Figure 1. Port wiring.
(4 px per µm)
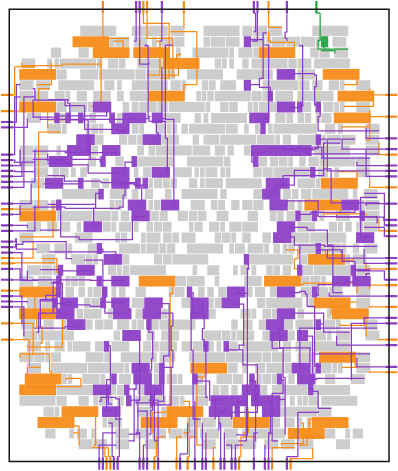
Figure 2. Cell classes on the final placement.
(2 px per µm)
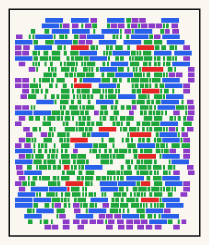
Figure 3. Clock routing.
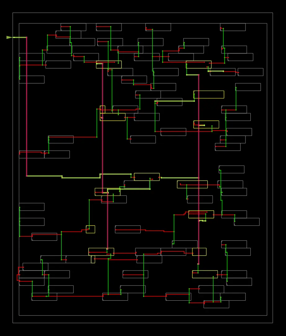
## src/rtl/argmax_pkg.sv

```systemverilog
// rtl/argmax_pkg.sv - shared types and helpers for the streaming argmax unit
package argmax_pkg;

    // Two-phase controller: collect beats, then present the result.
    typedef enum logic [0:0] {
        ACCUM = 1'b0,
        DONE  = 1'b1
    } state_e;

    // Common compare width; scores up to 64 bits are extended into it.
    localparam int GT_W = 65;

    // Index width for a vector of n entries, never narrower than one bit.
    function automatic int idx_w(input int n);
        return ($clog2(n) < 1) ? 1 : $clog2(n);
    endfunction

    // Strict greater-than on pre-extended operands, signed or unsigned.
    function automatic logic gt(input logic [GT_W-1:0] a,
                                input logic [GT_W-1:0] b,
                                input logic            signed_mode);
        logic r;
        if (signed_mode) begin
            r = $signed(a) > $signed(b);
        end else begin
            r = a > b;
        end
        return r;
    endfunction

endpackage

```

## src/rtl/argmax_step.sv

```systemverilog
// rtl/argmax_step.sv - one combinational compare/update cell of the argmax chain (runner-up fields under STREAM_ARGMAX_MARGIN_EN)
module argmax_step
    import argmax_pkg::*;
#(
    parameter int VALUE_WIDTH = 32,
    parameter int IDX_W       = 4,
    parameter bit SIGNED      = 1'b0
) (
    input  logic                   en_i,
    input  logic                   first_i,
    input  logic [VALUE_WIDTH-1:0] cand_value_i,
    input  logic [IDX_W-1:0]       cand_index_i,
    input  logic [VALUE_WIDTH-1:0] max_value_i,
    input  logic [IDX_W-1:0]       max_index_i,
`ifdef STREAM_ARGMAX_MARGIN_EN
    input  logic                   sec_valid_i,
    input  logic [VALUE_WIDTH-1:0] sec_value_i,
    input  logic [IDX_W-1:0]       sec_index_i,
    output logic                   sec_valid_o,
    output logic [VALUE_WIDTH-1:0] sec_value_o,
    output logic [IDX_W-1:0]       sec_index_o,
`endif
    output logic [VALUE_WIDTH-1:0] max_value_o,
    output logic [IDX_W-1:0]       max_index_o
);

    function automatic logic [GT_W-1:0] ext(input logic [VALUE_WIDTH-1:0] v);
        return SIGNED ? {{(GT_W-VALUE_WIDTH){v[VALUE_WIDTH-1]}}, v}
                      : {{(GT_W-VALUE_WIDTH){1'b0}}, v};
    endfunction

    logic beats_max;
    assign beats_max = gt(ext(cand_value_i), ext(max_value_i), SIGNED);

`ifdef STREAM_ARGMAX_MARGIN_EN
    logic beats_sec;
    assign beats_sec = gt(ext(cand_value_i), ext(sec_value_i), SIGNED);
`endif

    // Fold one candidate into the running max (and runner-up); strict compare keeps the lowest index on ties.
    always_comb begin
        max_value_o = max_value_i;
        max_index_o = max_index_i;
`ifdef STREAM_ARGMAX_MARGIN_EN
        sec_valid_o = sec_valid_i;
        sec_value_o = sec_value_i;
        sec_index_o = sec_index_i;
`endif
        if (en_i) begin
            if (first_i) begin
                max_value_o = cand_value_i;
                max_index_o = cand_index_i;
`ifdef STREAM_ARGMAX_MARGIN_EN
                sec_valid_o = 1'b0;
`endif
            end else if (beats_max) begin
`ifdef STREAM_ARGMAX_MARGIN_EN
                sec_valid_o = 1'b1;
                sec_value_o = max_value_i;
                sec_index_o = max_index_i;
`endif
                max_value_o = cand_value_i;
                max_index_o = cand_index_i;
            end
`ifdef STREAM_ARGMAX_MARGIN_EN
            else if (!sec_valid_i || beats_sec) begin
                sec_valid_o = 1'b1;
                sec_value_o = cand_value_i;
                sec_index_o = cand_index_i;
            end
`endif
        end
    end

endmodule

```

## src/rtl/stream_argmax.sv

```systemverilog
// rtl/stream_argmax.sv - streaming multi-lane argmax with registered result handshake (optional runner-up/margin via STREAM_ARGMAX_MARGIN_EN)
module stream_argmax
    import argmax_pkg::*;
#(
    parameter int  VALUE_WIDTH = 32,
    parameter int  NUM_VALUES  = 10,
    parameter int  LANES       = 2,
    parameter int  SIGNED      = 0,
    localparam int IDX_W       = idx_w(NUM_VALUES)
) (
    input  logic                         clk,
    input  logic                         rst,
    input  logic                         in_valid,
    output logic                         in_ready,
    input  logic [LANES*VALUE_WIDTH-1:0] in_data,
    output logic                         out_valid,
    input  logic                         out_ready,
    output logic [IDX_W-1:0]             out_index,
    output logic [VALUE_WIDTH-1:0]       out_value
`ifdef STREAM_ARGMAX_MARGIN_EN
    ,
    output logic [IDX_W-1:0]             out_second_index,
    output logic [VALUE_WIDTH:0]         out_margin
`endif
);

    localparam int NUM_BEATS = (NUM_VALUES + LANES - 1) / LANES;
    localparam int CNT_W     = idx_w(NUM_BEATS);
    localparam bit SGN       = (SIGNED != 0);

    state_e                 state_q, state_d;
    logic [CNT_W-1:0]       beat_q, beat_d;
    logic [VALUE_WIDTH-1:0] run_value_q, run_value_d;
    logic [IDX_W-1:0]       run_index_q, run_index_d;
    logic [VALUE_WIDTH-1:0] res_value_q, res_value_d;
    logic [IDX_W-1:0]       res_index_q, res_index_d;

    logic accept;
    logic last_beat;

    // Chain taps: entry 0 is the running state, entry k+1 the state after lane k.
    logic [VALUE_WIDTH-1:0] chain_value [LANES+1];
    logic [IDX_W-1:0]       chain_index [LANES+1];

`ifdef STREAM_ARGMAX_MARGIN_EN
    logic                   run_sec_valid_q, run_sec_valid_d;
    logic [VALUE_WIDTH-1:0] run_sec_value_q, run_sec_value_d;
    logic [IDX_W-1:0]       run_sec_index_q, run_sec_index_d;
    logic [IDX_W-1:0]       res_sec_index_q, res_sec_index_d;
    logic [VALUE_WIDTH:0]   res_margin_q, res_margin_d;
    logic [VALUE_WIDTH:0]   margin_calc;

    logic                   chain_sec_valid [LANES+1];
    logic [VALUE_WIDTH-1:0] chain_sec_value [LANES+1];
    logic [IDX_W-1:0]       chain_sec_index [LANES+1];

    function automatic logic [VALUE_WIDTH:0] ext1(input logic [VALUE_WIDTH-1:0] v);
        return SGN ? {v[VALUE_WIDTH-1], v} : {1'b0, v};
    endfunction

    assign chain_sec_valid[0] = run_sec_valid_q;
    assign chain_sec_value[0] = run_sec_value_q;
    assign chain_sec_index[0] = run_sec_index_q;

    // Runner-up never exceeds the max, so this difference is non-negative.
    assign margin_calc = ext1(chain_value[LANES]) - ext1(chain_sec_value[LANES]);
`endif

    assign chain_value[0] = run_value_q;
    assign chain_index[0] = run_index_q;

    assign in_ready  = (state_q == ACCUM);
    assign out_valid = (state_q == DONE);
    assign accept    = in_valid && in_ready;
    assign last_beat = (beat_q == CNT_W'(NUM_BEATS - 1));

    genvar k;
    generate
        for (k = 0; k < LANES; k++) begin : g_lane
            logic [31:0] lane_pos;
            logic        lane_en;
            logic        lane_first;

            // Padding lanes past the end of the vector are masked out.
            assign lane_pos   = 32'(beat_q) * 32'(LANES) + 32'(k);
            assign lane_en    = lane_pos < 32'(NUM_VALUES);
            assign lane_first = (k == 0) && (beat_q == '0);

            argmax_step #(
                .VALUE_WIDTH (VALUE_WIDTH),
                .IDX_W       (IDX_W),
                .SIGNED      (SGN)
            ) u_step (
                .en_i         (lane_en),
                .first_i      (lane_first),
                .cand_value_i (in_data[k*VALUE_WIDTH +: VALUE_WIDTH]),
                .cand_index_i (IDX_W'(lane_pos)),
                .max_value_i  (chain_value[k]),
                .max_index_i  (chain_index[k]),
`ifdef STREAM_ARGMAX_MARGIN_EN
                .sec_valid_i  (chain_sec_valid[k]),
                .sec_value_i  (chain_sec_value[k]),
                .sec_index_i  (chain_sec_index[k]),
                .sec_valid_o  (chain_sec_valid[k+1]),
                .sec_value_o  (chain_sec_value[k+1]),
                .sec_index_o  (chain_sec_index[k+1]),
`endif
                .max_value_o  (chain_value[k+1]),
                .max_index_o  (chain_index[k+1])
            );
        end
    endgenerate

    // Next-state: absorb accepted beats, publish on the final beat, release on output handshake.
    always_comb begin
        state_d     = state_q;
        beat_d      = beat_q;
        run_value_d = run_value_q;
        run_index_d = run_index_q;
        res_value_d = res_value_q;
        res_index_d = res_index_q;
`ifdef STREAM_ARGMAX_MARGIN_EN
        run_sec_valid_d = run_sec_valid_q;
        run_sec_value_d = run_sec_value_q;
        run_sec_index_d = run_sec_index_q;
        res_sec_index_d = res_sec_index_q;
        res_margin_d    = res_margin_q;
`endif
        if (accept) begin
            run_value_d = chain_value[LANES];
            run_index_d = chain_index[LANES];
`ifdef STREAM_ARGMAX_MARGIN_EN
            run_sec_valid_d = chain_sec_valid[LANES];
            run_sec_value_d = chain_sec_value[LANES];
            run_sec_index_d = chain_sec_index[LANES];
`endif
            if (last_beat) begin
                beat_d      = '0;
                state_d     = DONE;
                res_value_d = chain_value[LANES];
                res_index_d = chain_index[LANES];
`ifdef STREAM_ARGMAX_MARGIN_EN
                res_sec_index_d = chain_sec_index[LANES];
                res_margin_d    = margin_calc;
`endif
            end else begin
                beat_d = beat_q + CNT_W'(1);
            end
        end
        if (out_valid && out_ready) begin
            state_d = ACCUM;
        end
    end

    // State and result registers; reset drops any partial vector or pending result.
    always_ff @(posedge clk or posedge rst) begin
        if (rst) begin
            state_q     <= ACCUM;
            beat_q      <= '0;
            run_value_q <= '0;
            run_index_q <= '0;
            res_value_q <= '0;
            res_index_q <= '0;
`ifdef STREAM_ARGMAX_MARGIN_EN
            run_sec_valid_q <= 1'b0;
            run_sec_value_q <= '0;
            run_sec_index_q <= '0;
            res_sec_index_q <= '0;
            res_margin_q    <= '0;
`endif
        end else begin
            state_q     <= state_d;
            beat_q      <= beat_d;
            run_value_q <= run_value_d;
            run_index_q <= run_index_d;
            res_value_q <= res_value_d;
            res_index_q <= res_index_d;
`ifdef STREAM_ARGMAX_MARGIN_EN
            run_sec_valid_q <= run_sec_valid_d;
            run_sec_value_q <= run_sec_value_d;
            run_sec_index_q <= run_sec_index_d;
            res_sec_index_q <= res_sec_index_d;
            res_margin_q    <= res_margin_d;
`endif
        end
    end

    assign out_index = res_index_q;
    assign out_value = res_value_q;
`ifdef STREAM_ARGMAX_MARGIN_EN
    assign out_second_index = res_sec_index_q;
    assign out_margin       = res_margin_q;
`endif

endmodule

```

## config.mk

```make
export PLATFORM = sky130hd
export DESIGN_NAME = stream_argmax
export DESIGN_NICKNAME = d
export VERILOG_FILES = /design/src/rtl/argmax_pkg.sv /design/src/rtl/argmax_step.sv /design/src/rtl/stream_argmax.sv
export SDC_FILE = /design/constraint.sdc
export NUM_CORES = 1
export LEC_CHECK = 0
export CORE_ASPECT_RATIO = 1.2
export CORE_MARGIN = 2
export CORE_UTILIZATION = 58
export DETAILED_ROUTE_END_ITERATION = 10
export PLACE_DENSITY_LB_ADDON = 0.25
export SETUP_SLACK_MARGIN = 0.1
export SLEW_MARGIN = 20
export SYNTH_ARGS = -nofsm -noshare
export SYNTH_HDL_FRONTEND = slang
export SYNTH_SLANG_ARGS = --single-unit
```

## constraint.sdc

```tcl
create_clock -name clk -period 13.3 [get_ports clk]
set_input_delay 3.325 -clock clk [delete_from_list [all_inputs] [get_ports clk]]
set_output_delay 3.325 -clock clk [all_outputs]
set_load 0.01 [all_outputs]
```

==> reports/qor.txt <==
final hold vios: 0
share of power burned in registers: 23.3%
DR top layer: met4
Sw Share: 48.5%
multi-input gates: 481
Clock power frac: 14.0%
Die Size: 10700 µm²
met2 Usage GRT: 53.1%
Yosys top cell by area: dfrtp_1
top cells by area, synth: dfrtp_1 33%, ha_1 15%, o31ai_1 8.3%
Max-slew headroom: 26.9%
vias per cell: 6.24
global-route usage over all layers: 30.7%
area fraction in mux cells: 0.636%
FP Core Util: 59.7%
Log Warnings: 28
crit path DAT: 9850 ps
clock network area share: 4.47%
H-tree Lvls: 3
Worst Hold End: out_value[4]
GR peak layer: met2
Worst Tran Pin Value: 1100 ps
logic area: 3350 µm²
Non-clock buffering overhead: 15.5%
fill count: 741
Hold Startpoint: out_value[4]
Die Ht: 113 µm
Die Wd: 94.6 µm
total power: 1920 µW
well tap count: 123
hpwl dp: 11200 µm
kind of critical path: in -> reg
max cap viols: 0
CP top delay family: simple AND/OR/NAND/NOR gates
status: finished clean
WHS: 474 ps
endpoint class of the critical path: flop
drt drc: 0
setup ws final: 3670 ps
Top logic family: AND-OR/OR-AND gates
critical path endpoint: run_index_q[2]
Mapped Cells: 668
asr flop ratio synth: 100%
P_sw: 930 µW
flop count: 76
Reg clk slew, reported paths: 60 ps
Back to the opening pictures, Figure 1:
port	colour	direction	edge	end cells	buffers	wire
in_data	purple	input	21 left, 20 bottom, 17 right, 6 top	129	64	2320 µm
out_value	orange	output	10 right, 9 bottom, 8 left, 5 top	32	32	815 µm
out_ready	green	input	top	1	1	23.8 µm
Port Buf Inserts: 105
Ports: 106

Back to the opening pictures, Figure 2:
class	colour	cells	share of their area
registers	blue	76	27%
remaining buffers and delay cells	purple	111	16%
clock drivers and dummy loads	red	15	4.6%
remaining logic cells	green	551	52%
Finished Core Util: 74.0%
fraction of area in registers: 26.9%
Core Footprint: 9560 µm²

Back to the opening pictures, Figure 3:
Clock Skew: 7.31 ps
Clk power: 268 µW
CTS buffer count: 9

Power and IR drop assume default switching activity.
